**Run 1: pin map**

(4 px per µm) Pins as bars across the die edge, other pins in grey.
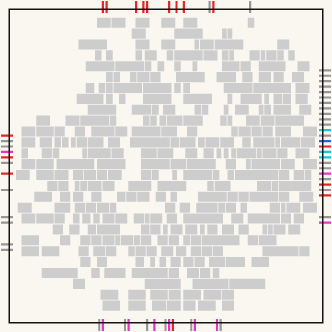
**Run 1: a small window of the routed layout**

Region (28, 28) to (78, 78) µm. Cells in grey, sequential cells in the stronger grey; small squares are vias.
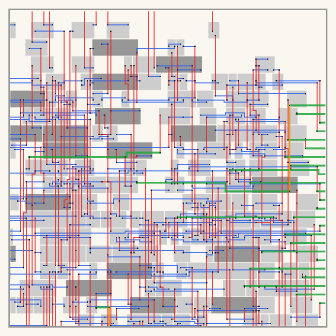
**Run 1: signal wires on met3**

(6 px per µm)
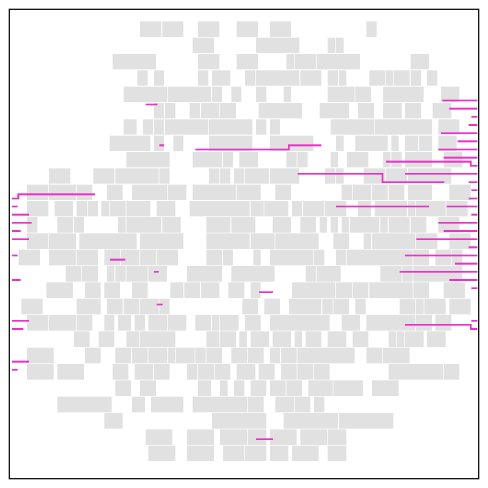
==> config.mk <==
export PLATFORM = sky130hd
export DESIGN_NAME = flag_branch_unit_flat
export DESIGN_NICKNAME = d
export VERILOG_FILES = /design/src/rtl/flag_branch_if.sv /design/src/rtl/flag_branch_unit.sv /design/src/flat_wrapper.sv
export SDC_FILE = /design/constraint.sdc
export NUM_CORES = 1
export LEC_CHECK = 0
export CELL_PAD_IN_SITES_DETAIL_PLACEMENT = 0
export CELL_PAD_IN_SITES_GLOBAL_PLACEMENT = 1
export CORE_UTILIZATION = 29
export CTS_CLUSTER_DIAMETER = 200
export DETAILED_ROUTE_END_ITERATION = 16
export MAX_ROUTING_LAYER = met4
export PLACE_DENSITY = 0.79
export RECOVER_POWER = 100
export SLEW_MARGIN = 20
export SYNTH_ARGS = -nofsm -noshare
export SYNTH_HDL_FRONTEND = slang
export SYNTH_SLANG_ARGS = --single-unit
==> constraint.sdc <==
create_clock -name clk -period 2.4 [get_ports clk]
set_input_delay 0.6 -clock clk [delete_from_list [all_inputs] [get_ports clk]]
set_output_delay 0.6 -clock clk [all_outputs]
set_load 0.02 [all_outputs]
==> Slide: Implementation Results, run 1 <==
Flow Results at a Glance

Routing
  – DRC Markers: 0
  – Top routing layer in use: met4

Clocking
  – CTS tree: done
  – Root Driver: clkbuf_8
  – Htree depth: 1
  – Max clock buf depth: 2
  – Clk pin slew, worst setup/hold paths: 80 ps
  – PostCTS Resize Cnt: 58
  – Hold-fix buffers, CTS: 0
  – Total CTS buffers: 3
  – Late-Pin Clk Latency: ~260 ps

Die
  – Core area: ~5500 µm²
  – Tap Cells: 72
  – Number of I/O pins: 62

Final timing
  – Hold Violations, Final: 0
  – Smallest hold slack: 462.6 ps
  – Worst slew margin: 0.7251
  – Setup TNS: 0 ps
  – Setup slack after layout: slightly below 100 ps
  – Unrepaired setup endpoints after global routing: no
  – Final Critical Period: 2302 ps
  – Final setup fails: 0

Critical path
  – WP data required: 2610 ps
  – Buffer and inverter count on the worst path: 3
  – Worst Path Max Fanout: 5
  – Startpoint types: input port
  – Top delay family on crit path: AND-OR/OR-AND gates
  – Cell Chain, Critical Path: dlygate4sd2_1 > o311ai_4 > buf_6 > mux2i_2 > o211a_1 > a211oi_4 > buf_6 > o211ai_1 > a21oi_2
  – Crit path largest cell delay: roughly 350 ps
  – CP most frequent cell: buf_6

Pwr
  – Sw Share: 0.2991
  – Clock Power Share: 0.277
  – Net Sw Power: 378.3 µW
  – Power Clock: approximately 350 µW
  – Worst vdd ir: 0.2907 mV
  – Power Dens Cells: 389.3 nW/µm²
  – Combinational power: 528 µW
  – Seq. pwr: between 300 and 400 µW
  – Sequential power share: 0.305

Global route
  – Grt met1 use: 0.2252
  – Vias in the first global route: 1934
  – Gr usage total: 0.1840

Finish
  – Count of non-CTS buffers in the layout: 126
  – Max reg flops: 16
  – Combinational share of cell area: 0.4545
  – Non-clock inverter count: 6
  – Final instance area: between 3000 and 4000 µm²
  – Largest area class, layout: logic gates
  – Post-Layout Cell Count: 398
  – Comb gates: 168
  – Reg area: 440.4 µm²
  – Flop count: 22
  – Number of diodes: 0
  – CLK BUF: 3

Run status
  – Status: completed

Flow run
  – Max cap viols: 0

Hold path
  – HP Class: register to register

Synthesis
  – YS warnings: 0
  – Cells in synth_stat.txt: 205
  – Synth Net Count: 262
  – Prevailing post-synth register cell: dfxtp_1
  – Adder Area Share: 0.1241
  – Main logic family: AND-OR/OR-AND gates

Place
  – Dpl ws: -661.9 ps
## Picture notes: 'pin map'
Magenta marks bus_br_offset, pins 9, direction input, edge 6 south, 2 east, 1 west. Cyan marks bus_br_cond, pins 3, direction input, edge east. Red marks bus_redirect_pc, pins 16, direction output, edge 9 north, 3 east, 3 west, 1 south. Blue marks bus_ex_ov, pins 1, direction input, edge east.
All pins by edge: 26 east, 13 south, 12 west, 11 north.
die width: 77.98 µm
IO Port Bufs: 61

## Picture notes: 'a small window of the routed layout'
Blue marks met1. Red marks met2. Green marks met3. Orange marks met4.
158 logic cells have their middle in the window. Sequential cells in the window: 17. Most frequent: buf_4 (20), dfxtp_1 (17), dlygate4sd3_1 (14).

## Picture notes: 'signal wires on met3'
44 nets have wire on it. The wires run mostly horizontal. The layer holds 4.4% of the routed length.
final wirelength: 5459 µm
via count: 1974
GRT met3 Usage: 0.03647

[run 1: placed cells by master (no fill, tap or decap), drive strengths merged, types with 2 or more instances in the layout]
master / netlist / final
o211ai: 2 / 2
buf: 3 / 66
inv: 6 / 6
a211o: 3 / 3
clkdlybuf4s50: 0 / 15
dfxtp: 22 / 22
clkbuf: 6 / 8
mux2i: 3 / 3
xnor2: 6 / 6
dlygate4sd2: 0 / 10
dlygate4sd3: 0 / 20
nand2: 13 / 13
xor2: 5 / 5
nand3: 14 / 14
o21a: 3 / 3
nand4: 4 / 4
a21o: 5 / 5
nor3: 4 / 4
nor3b: 2 / 2
o21ai: 18 / 18
ha: 15 / 15
dlymetal6s2s: 0 / 10
a211oi: 6 / 6
a21oi: 25 / 25
nor2: 15 / 15
**Run 1: cells coloured by class**

(8 px per µm)
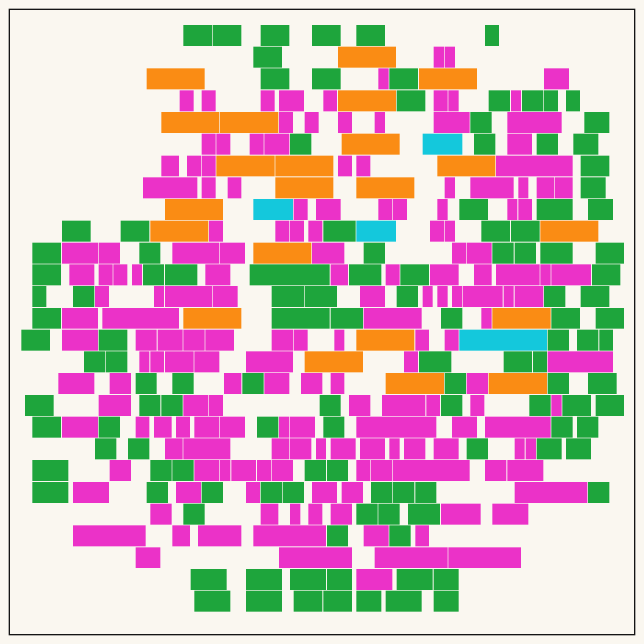

--- run 2 (diff from run 1) ---
GPL_ROUTABILITY_DRIVEN = 0   (was default)
clock period = 1.85 ns   (was 2.4 ns; I/O delays follow)
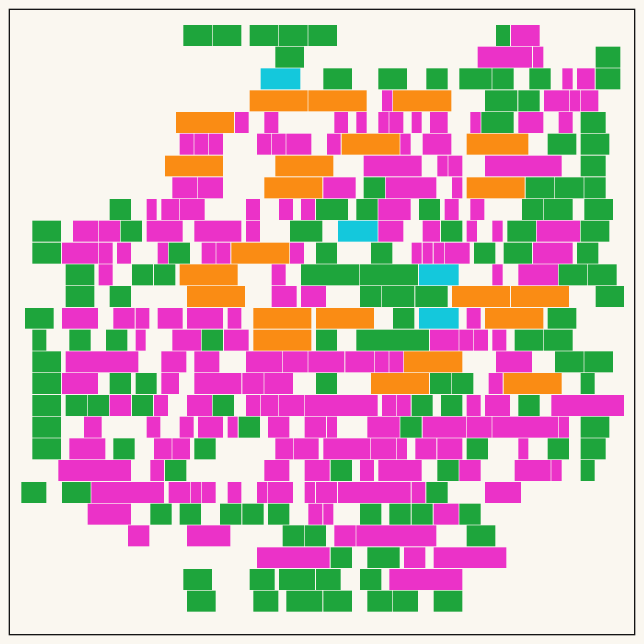
**Above:** run 2 (cells coloured by class).
(8 px per µm)
Magenta marks all other logic, cells 174, share of their area 47%. Orange marks flip-flops, cells 22, share of their area 14%. Cyan marks clock drivers and dummy loads, cells 4, share of their area 1.7%. Green marks other buffers and delay cells, cells 131, share of their area 37%.
row count: 27
final core occ: 0.5888
core area: 5540 µm²
Seq/total area: 0.1354
final instance area: 3262 µm²

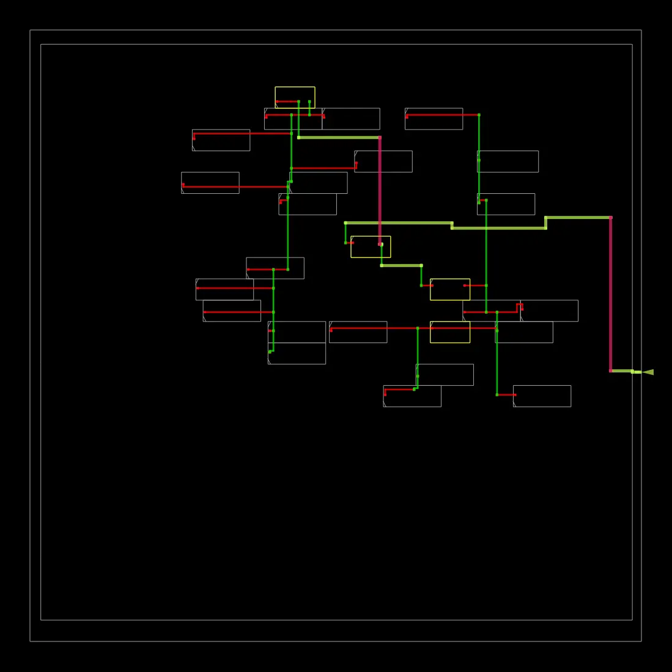
**Above:** run 2 (the clock network).
CTS sink cnt: 22
flop count: 22
total CTS buffers: 3
Final Skew: 2.104 ps

==> run 2 against run 1 <==
Against the previous run:
- the run now ends with setup timing left
- first-iteration DRC count is 73% higher
- sequential power rose by about 30%
- total power grew 22%
- area after synthesis did not move
- clock skew is essentially flat
- via count grew 2.0%
- final cell count rose by 1.3%
- critical path depth up 1
- routed wire length down 2.3%
- largest cell class unchanged
- largest power group unchanged
==> Slide: Implementation Results, run 2 <==
Flow Results at a Glance

Run status
  – Status: finished, violations left (was completed)
  – Failing checks: setup timing

Finish
  – Non-clock inverter count: 6 (unchanged)
  – Most frequent cells in the layout: 61 x buf_4, 37 x clkdlybuf4s50_1, 21 x a21oi_1, 21 x dfxtp_1, 13 x nand3_1 (was 54 x buf_4, 22 x dfxtp_1, 20 x dlygate4sd3_1)
  – Area Overhead vs Synth: 94.84% (was 94.02%)
  – Combinational share of cell area: 0.4530 (was 0.4545)
  – Count of non-CTS buffers in the layout: 131 (was 126)
  – Number of diodes: 0 (unchanged)
  – Clock-cell share: 0.01688 (was 0.02196)
  – Fin nets: 389 (was 384)
  – Reg area: 441.7 µm² (was 440.4 µm²)
  – Largest area class, layout: logic gates (unchanged)
  – Fill count: 501 (was 505)
  – Comb area: 1478 µm² (was 1476 µm²)
  – CLK BUF: 4 (was 3)
  – Post-Layout Cell Count: 403 (was 398)
  – Comb gates: 168 (unchanged)
  – Max reg flops: 16 (unchanged)
  – Most frequent logic cell in the layout: buf_4 (unchanged)
  – Layout cell share with drive strength beyond 1: 0.4109 (was 0.3834)
  – Buffer share of cell area: 0.3602 (was 0.3532)

Flow run
  – Max cap viols: 0 (unchanged)

Pwr
  – Power Dens Cells: 472.2 nW/µm² (was 389.3 nW/µm²)
  – Total power: 1.540 mW (was 1.265 mW)
  – Combinational power: 688 µW (was 528 µW)
  – Sw Share: 0.3097 (was 0.2991)
  – Combinational share of power: 0.447 (was 0.418)
  – Clock Power Share: 0.227 (was 0.277)
  – Seq. pwr: 503 µW (was 386 µW)
  – P_int: 1.063 mW (was 886.4 µW)
  – Sequential power share: 0.326 (was 0.305)
  – Power Clock: 350 µW (was 351 µW)
  – Net Sw Power: 477.0 µW (was 378.3 µW)
  – Worst vdd ir: 0.2446 mV (was 0.2907 mV)

Critical path
  – Top delay family on crit path: AND-OR/OR-AND gates (unchanged)
  – CP most frequent cell: buf_6 (unchanged)
  – Buffer and inverter count on the worst path: 3 (unchanged)
  – R2r setup slk: -320 ps (was 230 ps)
  – Slowest cell on the critical path: a211o_1 (was o311ai_4)
  – CP arrival: 2400 ps (was 2510 ps)
  – Crit path largest cell delay: 320 ps (was 350 ps)
  – Cell count along the critical path: 10 (was 9)
  – Crit end category: register (unchanged)
  – Cell count of the worst reg-to-reg path: 9 (unchanged)
  – Startpoint types: input port (unchanged)
  – WP data required: 2060 ps (was 2610 ps)
  – Crit path kind: input port to register (unchanged)
  – Worst Path Max Fanout: 5 (unchanged)
  – Cell Chain, Critical Path: buf_6 > buf_6 > nor3b_4 > o311ai_4 > buf_4 > mux2i_2 > o211a_1 > a211o_4 > a211o_1 > a21oi_2 (was dlygate4sd2_1 > o311ai_4 > buf_6 > mux2i_2 > o211a_1 > a211oi_4 > buf_6 > o211ai_1 > a21oi_2)

Die
  – Die ar.: 6081 µm² (unchanged)
  – Die height: 77.98 µm (unchanged)
  – Core Util at FP: 0.3022 (unchanged)
  – Tap Cells: 72 (unchanged)
  – Number of I/O pins: 62 (unchanged)
  – Die width: 77.98 µm (unchanged)

Final timing
  – Final Cycle Share: 1.184
  – Smallest hold slack: 461.0 ps (was 462.6 ps)
  – Final Critical Period: 2191 ps
  – Final Max Tran Viols: 0 (unchanged)
  – F_max: about 0.46 GHz
  – Worst Tran Pin Value: 325.5 ps (was 410.9 ps)
  – Final setup fails: 18 (was 0)
  – Unrepaired setup endpoints after global routing: yes (was no)
  – Setup TNS: -4993 ps (was 0 ps)
  – Setup slack after layout: -340.8 ps (was 98.09 ps)
  – Hold Violations, Final: 0 (unchanged)
  – Worst slew margin: 0.7810 (was 0.7251)

Synthesis
  – YS warnings: 0 (unchanged)
  – Yosys chip area: 1674 µm² (unchanged)
  – Ys flops: 22 (unchanged)
  – Netlist cell types: 52 (unchanged)
  – Top-count cell post-synth: a21oi_1 (unchanged)
  – Mapped cell area: 1674 µm² (unchanged)
  – Cells in synth_stat.txt: 205 (unchanged)
  – Count of library flops with an enable pin: 0 (unchanged)
  – Cells after Synth: 205 (unchanged)
  – Synthesized area per cell: 8.166 µm² (unchanged)
  – Prevailing post-synth register cell: dfxtp_1 (unchanged)
  – Top-area cell share: 0.2631 (unchanged)
  – Top cells by area: dfxtp_1 26%, ha_1 11%, a21oi_1 7.2%, nand3_1 4.2%, nor2_1 3.4% (unchanged)
  – Top post-synthesis cells by count: 24 x a21oi_1, 22 x dfxtp_1, 15 x ha_1, 15 x nor2_1, 14 x nand3_1 (unchanged)
  – Asr flop ratio synth: 0 (unchanged)
  – Synth Net Count: 262 (unchanged)
  – Seq share, synth: 0.2631 (unchanged)

Clocking
  – Hold-fix buffers, CTS: 0 (unchanged)
  – Late-Pin Clk Latency: 260 ps (about the same)
  – Root Driver: clkbuf_8 (unchanged)
  – Max clock buf depth: 2 (unchanged)
  – Htree depth: 1 (unchanged)
  – PostCTS Resize Cnt: 69 (was 58)
  – Clk pin slew, worst setup/hold paths: 80 ps (about the same)
  – CTS tree: done (unchanged)

Place
  – IO Port Bufs: 61 (unchanged)
  – Dpl ws: -1039 ps (was -661.9 ps)
  – Cells after DPL: 382 (was 376)
  – Post-Place Cell Area: 2836 µm² (was 2734 µm²)
  – Final HPWL DP: 3744 µm (was 3831 µm)

Routing
  – DRC Markers: 0 (unchanged)
  – Iteration tally of the first detailed-router pass: 4 (unchanged)
  – Via density per instance: 4.995 (was 4.960)
  – Via count: 2013 (was 1974)
  – Initial drt markers: 97 (was 56)
  – Post-DRT Antenna Nets: 0 (unchanged)
  – Final wirelength: 5331 µm (was 5459 µm)

Hold path
  – Hold Crit Depth: 2 (unchanged)
  – HP Class: register to register (unchanged)

Global route
  – Initial antenna violation count: 0 (unchanged)
  – First-pass GRT wire length: 8638 µm (was 8742 µm)
  – GR Overflow Total: 0 (unchanged)
  – Gr usage total: 0.1826 (was 0.1840)
  – Vias in the first global route: 1901 (was 1934)
  – Largest net degree at the start of global routing: 23 (unchanged)
run 2: layer usage:
metal | wire length, µm | up-vias | GRT usage | share of wire
li1 | - | 1025 | - | -
met1 | 2369 | 919 | 0.2266 | 0.44
met2 | 2570 | 63 | 0.3053 | 0.48
met3 | 334 | 6 | 0.03647 | 0.063
met4 | 56 | 0 | 0.04074 | 0.011
met5 | 0 | - | - | 0
run 2: cells by family (layout without fill, tap and decap cells):
kind of cell	count (synthesis)	count (layout)	synth area share
AND-OR/OR-AND	75	75	0.3035
XOR/XNOR	11	11	0.05755
adder cells (fa/ha/maj)	16	16	0.1241
buffers and inverters	15	141	0.04036
flip-flops	22	22	0.2631
multiplexers	4	4	0.02466
AND/OR/NAND/NOR	62	62	0.1869
No activity file was given, so power comes from the tool's default toggle rates.
